## src/rtl/pwm_mc_pkg.sv

```systemverilog
// Shared constants and the write-request bundle for the multi-channel PWM block.
package pwm_mc_pkg;
  localparam logic [6:0] ADDR_EN_OUT    = 7'h00;
  localparam logic [6:0] ADDR_EN_PWM    = 7'h04;
  localparam logic [6:0] ADDR_PRESC     = 7'h08;
  localparam logic [6:0] ADDR_MODE      = 7'h09;
  localparam logic [6:0] ADDR_DUTY_BASE = 7'h10;
  localparam logic [7:0] CNT_MAX        = 8'd254;
  localparam int         MAX_CH         = 32;

  typedef struct packed {
    logic       en;
    logic [6:0] addr;
    logic [7:0] data;
  } wr_req_t;
endpackage

```

## src/rtl/pwm_timebase.sv

```systemverilog
// Prescaler plus 8-bit period counter (edge or centre-aligned) and wrap/period_start generation.
module pwm_timebase
  import pwm_mc_pkg::*;
(
  input  logic       clk,
  input  logic       rst_n,
  input  logic [7:0] presc,
  input  logic       center,
  output logic [7:0] cnt,
  output logic       wrap,
  output logic       period_start
);
  logic [7:0] pcnt;
  logic       down;
  logic       tick;

  assign tick = (pcnt == presc);
  // Centre mode only wraps coming down through 1 -> 0; edge mode wraps at the top.
  assign wrap = tick & (center ? (down & (cnt == 8'd1)) : (cnt == CNT_MAX));

  always_ff @(posedge clk or negedge rst_n) begin
    if (!rst_n) begin
      pcnt         <= '0;
      cnt          <= '0;
      down         <= 1'b0;
      period_start <= 1'b0;
    end else begin
      period_start <= wrap;
      pcnt         <= tick ? 8'd0 : pcnt + 8'd1;
      if (tick) begin
        if (wrap) begin
          cnt  <= '0;
          down <= 1'b0;
        end else if (down) begin
          cnt <= cnt - 8'd1;
        end else if (center && cnt == CNT_MAX) begin
          cnt  <= CNT_MAX - 8'd1;
          down <= 1'b1;
        end else begin
          cnt <= cnt + 8'd1;
        end
      end
    end
  end
endmodule

```

## src/rtl/pwm_multichannel.sv

```systemverilog
// Multi-channel PWM: byte-wide register file, double-buffered duty/prescaler, registered outputs.
// Optional centre-aligned counting is built when PWM_CENTER_ALIGNED_EN is defined.
module pwm_multichannel
  import pwm_mc_pkg::*;
#(
  parameter int NUM_CH = 16
) (
  input  logic              clk,
  input  logic              rst_n,
  input  logic              wr_en,
  input  logic [6:0]        wr_addr,
  input  logic [7:0]        wr_data,
  output logic [NUM_CH-1:0] out,
  output logic              period_start
);
  localparam int NB = NUM_CH / 8;

  wr_req_t                  req;
  logic [NB-1:0][7:0]       en_out_q, en_pwm_q;
  logic [NUM_CH-1:0][7:0]   duty_pend, duty_act;
  logic [7:0]               presc_pend, presc_act;
  logic                     center_act;
  logic [7:0]               cnt;
  logic                     wrap;
  logic [NUM_CH-1:0]        out_d;

  assign req = '{en: wr_en, addr: wr_addr, data: wr_data};

  pwm_timebase u_timebase (
    .clk          (clk),
    .rst_n        (rst_n),
    .presc        (presc_act),
    .center       (center_act),
    .cnt          (cnt),
    .wrap         (wrap),
    .period_start (period_start)
  );

  // Pending copies are taken before this cycle's write, so a write on the wrap waits a period.
  always_ff @(posedge clk or negedge rst_n) begin
    if (!rst_n) begin
      en_out_q   <= '0;
      en_pwm_q   <= '0;
      duty_pend  <= '0;
      duty_act   <= '0;
      presc_pend <= '0;
      presc_act  <= '0;
    end else begin
      if (wrap) begin
        duty_act  <= duty_pend;
        presc_act <= presc_pend;
      end
      if (req.en) begin
        for (int b = 0; b < NB; b++) begin
          if (req.addr == ADDR_EN_OUT + 7'(b)) en_out_q[b] <= req.data;
          if (req.addr == ADDR_EN_PWM + 7'(b)) en_pwm_q[b] <= req.data;
        end
        if (req.addr == ADDR_PRESC) presc_pend <= req.data;
        for (int ch = 0; ch < NUM_CH; ch++)
          if (req.addr == ADDR_DUTY_BASE + 7'(ch)) duty_pend[ch] <= req.data;
      end
    end
  end

`ifdef PWM_CENTER_ALIGNED_EN
  logic center_pend;

  always_ff @(posedge clk or negedge rst_n) begin
    if (!rst_n) begin
      center_pend <= 1'b0;
      center_act  <= 1'b0;
    end else begin
      if (wrap) center_act <= center_pend;
      if (req.en && req.addr == ADDR_MODE) center_pend <= req.data[0];
    end
  end
`else
  assign center_act = 1'b0;
`endif

  for (genvar ch = 0; ch < NUM_CH; ch++) begin : g_ch
    logic pwm;
    assign pwm       = (duty_act[ch] == 8'hFF) | (cnt < duty_act[ch]);
    assign out_d[ch] = en_out_q[ch/8][ch%8] & (~en_pwm_q[ch/8][ch%8] | pwm);
  end

  always_ff @(posedge clk or negedge rst_n) begin
    if (!rst_n) out <= '0;
    else        out <= out_d;
  end
endmodule

```

## config.mk

```make
export PLATFORM = sky130hd
export DESIGN_NAME = pwm_multichannel
export DESIGN_NICKNAME = d
export VERILOG_FILES = /design/src/rtl/pwm_mc_pkg.sv /design/src/rtl/pwm_timebase.sv /design/src/rtl/pwm_multichannel.sv
export SDC_FILE = /design/constraint.sdc
export NUM_CORES = 1
export LEC_CHECK = 0
export ABC_CLOCK_PERIOD_IN_PS = 5000
export CAP_MARGIN = 20
export CELL_PAD_IN_SITES_DETAIL_PLACEMENT = 0
export CELL_PAD_IN_SITES_GLOBAL_PLACEMENT = 2
export CORE_UTILIZATION = 45
export CTS_BUF_LIST = sky130_fd_sc_hd__clkbuf_2
export DETAILED_ROUTE_END_ITERATION = 8
export PLACE_DENSITY = 0.88
export SLEW_MARGIN = 0
export SYNTH_ARGS = -nofsm -noshare
export SYNTH_HDL_FRONTEND = slang
export SYNTH_SLANG_ARGS = --single-unit
```

## constraint.sdc

```tcl
create_clock -name clk -period 5 [get_ports clk]
set_clock_uncertainty 0.05 [all_clocks]
set_input_delay 1.5 -clock clk [delete_from_list [all_inputs] [get_ports clk]]
set_output_delay 1.5 -clock clk [all_outputs]
set_load 0.1 [all_outputs]
```

run_1/drive_strength.png
The bar under the picture is 50 um long.
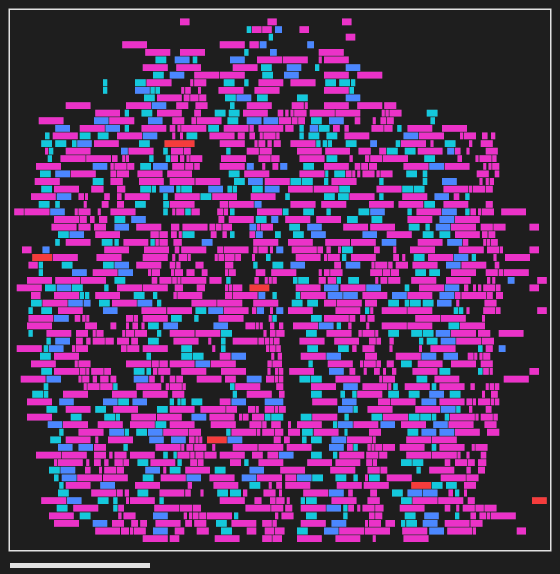
Key: drive 2 = cyan [cells 313, share 23%]; drive 3 to 4 = blue [cells 153, share 11%]; drive 6 and up = red [cells 6, share 0.43%]; drive 1 or less = magenta [cells 911, share 66%]

run_1/final_clocks.png
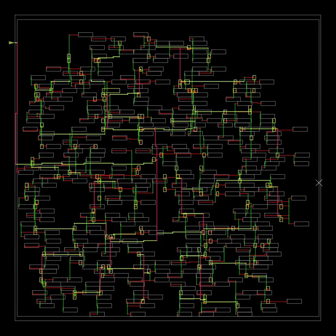
clock buffers: 128
Num Clock Sinks: 337
number of buffers created by CTS: 88
Skew-Pair Late Insertion Delay: 0.94 ns
clk pwr: 0.00184 W

run_1/met4.png
The bar under the picture is 50 um long. Cells faint in the background.
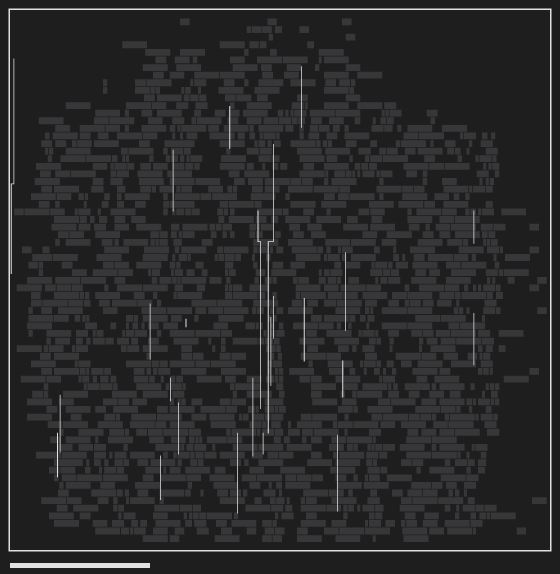
The layer holds 1.8% of the routed length. 15 nets have wire on it.
Routed Wire Length: 36310 um
total number of vias: 9883

==> results.txt, run 1 <==
Physical implementation

The cell area after synthesis is 16470 um2. The wire length per cell is a little under 20 um. The total leakage power is approximately 9 nW. The number of global-route vias before repair is 10430. The critical path ends at out[1].

The minimum clock period is roughly 4.0 ns. The first global-routing pass estimated 58500 um of wire. Ranked by total cell area, the synthesized netlist is headed by dfrtp_1, mux2_4, mux2_2.

The tally of buffers added on design ports is 34. The final instance area is 18100 um2. The critical path starts at out[1]. The maximum clock rate is 0.2530 GHz. The remaining routing DRC violations is 2. The power share of the sequential group is 57.0%. After clock tree synthesis, the flow added hold-fix buffers numbering 0.

In the global route stage, met2 resource usage came out at between 30% and 40%. The post-route total power is 0.005092 W. The post-route utilization of the core is recorded as 50.52%.

The post-synthesis to final-layout area growth is 9.890%. The clock-pin slew on the worst setup and hold paths is 0.11 ns. The largest single stage delay on the critical path is 1.12 ns.

The combinational power is 0.000354 W. Logic depth along the worst register-to-register path is recorded as 6. The remaining max-slew budget at the tightest pin is 31.70%. The fraction of synthesis flops using an asynchronous set or reset pin is 100.0%. The number of buffers other than clock buffers in the final layout is roughly 58. The top flip-flop cell by instance count after synthesis is dfrtp_1. The count of routing violations after the opening detailed-route iteration is between 400 and 500. The total nets after synthesis is 1353. The share of final layout cell area taken by non-clock buffers is about 3.1%. The synthesized design contains 337 register bits. The total iterations of the first detailed-routing run is 9. The endpoint of the worst-slack reg-to-reg timing path is duty_act[124]. At the worst endpoint, the arrival time is 2.40 ns. On the final layout, the worst hold slack is 0.3880 ns. Averaged over all synthesized cells, the footprint is 13.50 um2. The max-cap check violation count is 0. Looking at the max-slew report, the worst-margin pin has a slew of a little over 1 ns.

The number of warnings issued by yosys is 0. The number of H-tree levels is 3. Across the placement rows, the number of tap cells is 461. The final layout report lists a non-clock inverter count of about 120. The routed design uses 1474 um of met3 wire. The critical path's slowest cell is clkdlybuf4s50_1. The proportion of power drawn by the clock network is 36.0%. Counting only logic cells after layout, the most numerous master is dfrtp_1. Sequential cells make up 46.59% of the cell area. The net switching power is 0.001389 W. Checking hold timing, the worst path is listed with class reg2reg. After synthesis, flip-flops and latches occupy between 50% and 60% of the total area. The end-of-flow timing check tallies setup violations at 0. The cell kind with the greatest summed area is sequential cells. The depth of the critical timing path with buffers and inverters included is 1. The fraction of met3 tracks used by global routing is a little under 4%. The prevailing logic family in the synthesized netlist is multiplexers. The library cell used as clock root buffer is clkbuf_2. The number of distinct library cells after synthesis is roughly 46. In the final layout, multi-input gates take up between 40% and 50% of the cell area.

The met1 layer wirelength in the final routing is approximately 17000 um. In this run the worst path has a maximum fanout of 1. The synthesized instance count is 1220. Net switching is 27.28% of the power. The area of the die is 37370 um2. The share of layout cells above drive strength 1 is 34.13%. After detailed placement, the design holds a cell count of 1699.

For reference, compound AND-OR and OR-AND cells occupy under 10% of the area reported after synthesis. The non-filler instance count after layout is 1849. The flow ran to the end, but the final reports show violations. For reference, simple AND, OR, NAND and NOR cells occupy approximately 5.4% of the area reported after synthesis.

The final antenna diode count is 5. Setup repair after global routing left no endpoint under its margin. The core area is 35830 um2. The cell area after placement is 17350 um2.

For reference, the mux area share after synthesis is 24.09%. The global routing stage identified its most utilized layer as met2. The largest registers in the layout are duty_act: 128 flops, duty_pend: 128 flops.

The initial utilization of the core area, before any placement, comes to 45.98%. For this run, global-route usage on met1 was measured as 26.66%. The floorplan has 69 rows.

The category of the most critical setup path is reg2out. The final reports fail on design-rule violations. In the final report, the number of hold violations comes to 0. The worst hold path begins at duty_pend[105]. The part of the cycle the worst path needs is 79.06%.
## run 1: synthesized netlist by cell type (2+ instances only)
master     number
dfrtp_1       337
mux2_2        168
mux2_4        129
ha_1          115
inv_1         115
nand4_1        41
o21ai_0        35
o21a_1         25
nand2_1        22
nor2_1         20
and3_1         18
a21o_1         16
nand2b_1       16
buf_6          15
clkbuf_1       13
a2111oi_0      12
a221oi_1       12
nand3_1        12
o21bai_1       12
xnor2_1        12
a21oi_1         8
buf_1           8
mux2_1          8
nor3_1          7
mux2i_1         5
nor2_2          5
a211oi_1        4
buf_2           4
nor2b_1         4
o211ai_1        4
and3b_1         2
xor2_1          2
==> run 2, diff against run 1 <==
- ABC_CLOCK_PERIOD_IN_PS: 5000 -> 3300
- CORE_UTILIZATION: 45 -> 42
- PLACE_DENSITY: 0.88 -> 0.86
- clock period: 5 -> 3.3 ns (I/O delays scaled with it)
run_2/metal_stack.png
Only two layers are drawn.
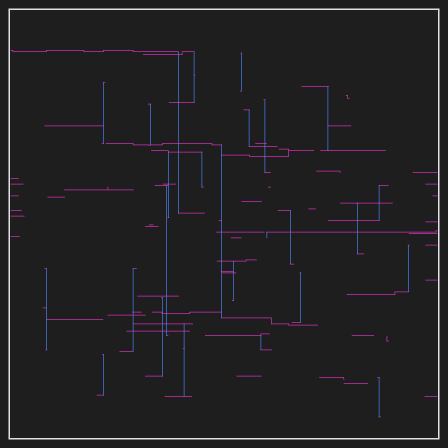
Key: met4 = blue [wire length 766 um]; met3 = magenta [wire length 1110 um]

==> run 2 against run 1 <==
The flow now finishes without violations. Critical path depth stayed put. Clock-buffer cell count is 3 lower. Power increased by 50%.
==> results.txt, run 2 <==
Physical implementation

The depth of the worst register-to-register path is 8 (was 6). The number of non-clock inverters in the layout is 115 (unchanged). The number of H-tree levels is 3 (unchanged). The worst path in the final design needs a cycle of 2.624 ns, including I/O delays and setup.

The final critical path takes up 79.51% of the cycle. The maximum fanout along the worst path is 1 (unchanged). The fraction of the yosys area taken by sequential cells is 51.20% (unchanged). The tap cell count is 518 (was 461). The simple-gate portion of the synthesized area is 5.431% (unchanged). The wire length of the first global-routing pass was 59060 um (was 58500 um).

The prevailing logic family in the synthesized netlist was multiplexers (unchanged). The number of warnings issued by yosys was 0 (unchanged). The total nets after synthesis is 1353 (unchanged). The number of sinks handled by clock tree synthesis is 337 (unchanged). The final instance area is 18370 um2 (was 18100 um2). The later-pin clock latency in the skew report was 0.96 ns (was 0.94 ns). The share of final layout cell area taken by non-clock buffers is 4.251% (was 3.055%). The maximum clock rate is 0.3811 GHz. The clock buffer count from CTS is 88 (unchanged). The timing endpoint of the critical path is out[11] (was out[1]).

The net switching share of the total power is 27.64% (was 27.28%). The worst hold path startpoint is duty_pend[124] (was duty_pend[105]). The post-route total power is 0.007621 W (was 0.005092 W). The share of layout cells above drive strength 1 came to 35.62% (was 34.13%).

The highest cell delay on the worst timing path is 0.35 ns (was 1.12 ns). The max-cap check violation count is 0 (unchanged). The number of endpoints with negative hold slack in the final report was 0 (unchanged).

The first element of the critical path is out[11] (was out[1]). The cell kind with the greatest summed area is sequential cells (unchanged). The combinational share of cell area is 40.04% (was 40.62%).

The met2 track demand over resource in global routing came to 32.52% (was 34.03%). The wire length per cell is 18.98 um (was 19.64 um). The clock-pin slew on the worst setup and hold paths is 0.10 ns (was 0.11 ns). The total leakage power is 9.193 nW (was 9.040 nW).

The core area is 38650 um2 (was 35830 um2). The worst hold-check slack is 0.4275 ns (was 0.3880 ns). The clock buffer instance count of the final layout was 125 (was 128). Outcome: finished, final reports clean (was complete, but fails checks).

Largest registers: duty_act: 128 flops, duty_pend: 128 flops (unchanged). The count of routing violations after the opening detailed-route iteration is 385 (was 473). The final antenna diode count is 2 (was 5).

The top cell type by instance count after synthesis is dfrtp_1 (unchanged). The cell total after placement is 1781 (was 1699). The number of buffers other than clock buffers in the final layout is 84 (was 58). The number of standard-cell rows in the floorplan is 72 (was 69). The multiplexer area fraction after synthesis is 24.09% (unchanged). The depth of the critical timing path with buffers and inverters included is 1 (unchanged).

The number of distinct library cells after synthesis is 46 (unchanged). The category of the most critical setup path was reg2out (unchanged). The endpoint of the worst-slack reg-to-reg timing path is duty_act[34] (was duty_act[124]). The slew of the pin with the lowest slew margin is 0.6151 ns (was 1.025 ns). The post-synthesis to final-layout area growth was 11.50% (was 9.890%). Unrepaired setup endpoints after global routing: no (unchanged). Synth top area cells: dfrtp_1, mux2_4, mux2_2 (unchanged). The area of the die is 40020 um2 (was 37370 um2). The tally of buffers added on design ports came to 34 (unchanged). The gate count after technology mapping is 1220 (unchanged). The mean instance size in the synthesized netlist was 13.50 um2 (unchanged). The number of synthesized register bits came to 337 (unchanged). The fraction of standard cell area that is sequential is 45.92% (was 46.59%). The critical path's slowest cell is dfrtp_1 (was clkdlybuf4s50_1). The number of global-route vias before repair was 10469 (was 10430). Commonest cells in the netlist: dfrtp_1, mux2_2, mux2_4 (unchanged). The fraction of met3 tracks used by global routing is 3.881% (was 3.957%). The net switching power is 0.002106 W (was 0.001389 W). The global-route layer with the greatest usage is met2 (unchanged).

The top logic cell by instance count in the layout was dfrtp_1 (unchanged).
run_2/met4.png
The bar under the picture is 50 um long. Cells faint in the background.
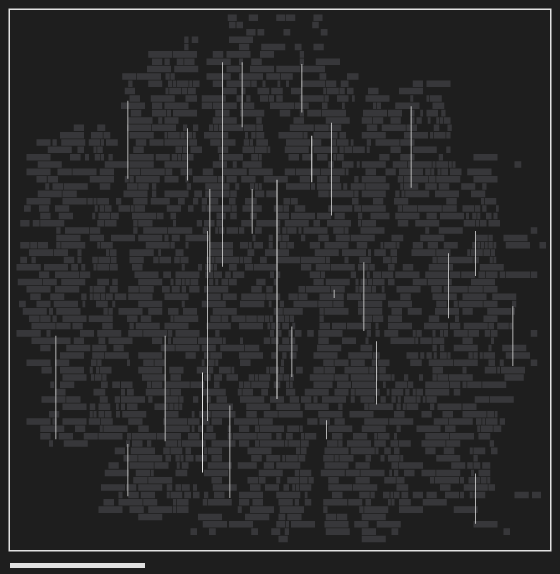
The longest straight run is 80.9 um. The wires run mostly vertical.
total number of vias: 9942
Routed Wire Length: 36660 um

## run 2: cell counts after synthesis
Identical to the previous run, type by type.
## run 2: power groups by stage
stage          Sequential, W  Combinational [W]  Clock [W]
6_report             0.00440           0.000539    0.00268
5_1_grt              0.00443           0.000587    0.00300
4_1_cts              0.00440           0.000552    0.00280
3_5_place_dp         0.00448           0.000550          0
3_3_place_gp         0.00447           0.000538          0
2_1_floorplan        0.00457           0.000205          0
## run 2: routing by layer
layer | wire (um) | vias to the layer above
li1 | - | 4694
met1 | 17300 | 5047
met2 | 17480 | 137
met3 | 1105 | 62
met4 | 766 | 2
met5 | 11 | -
## run 2: what timing repair did
item	4_1_cts	5_1_grt
endpoints found under the hold margin	48	0
hold buffers	1	0
resized	0	0
Power figures rest on the tool's default switching activity, not on a simulated workload.
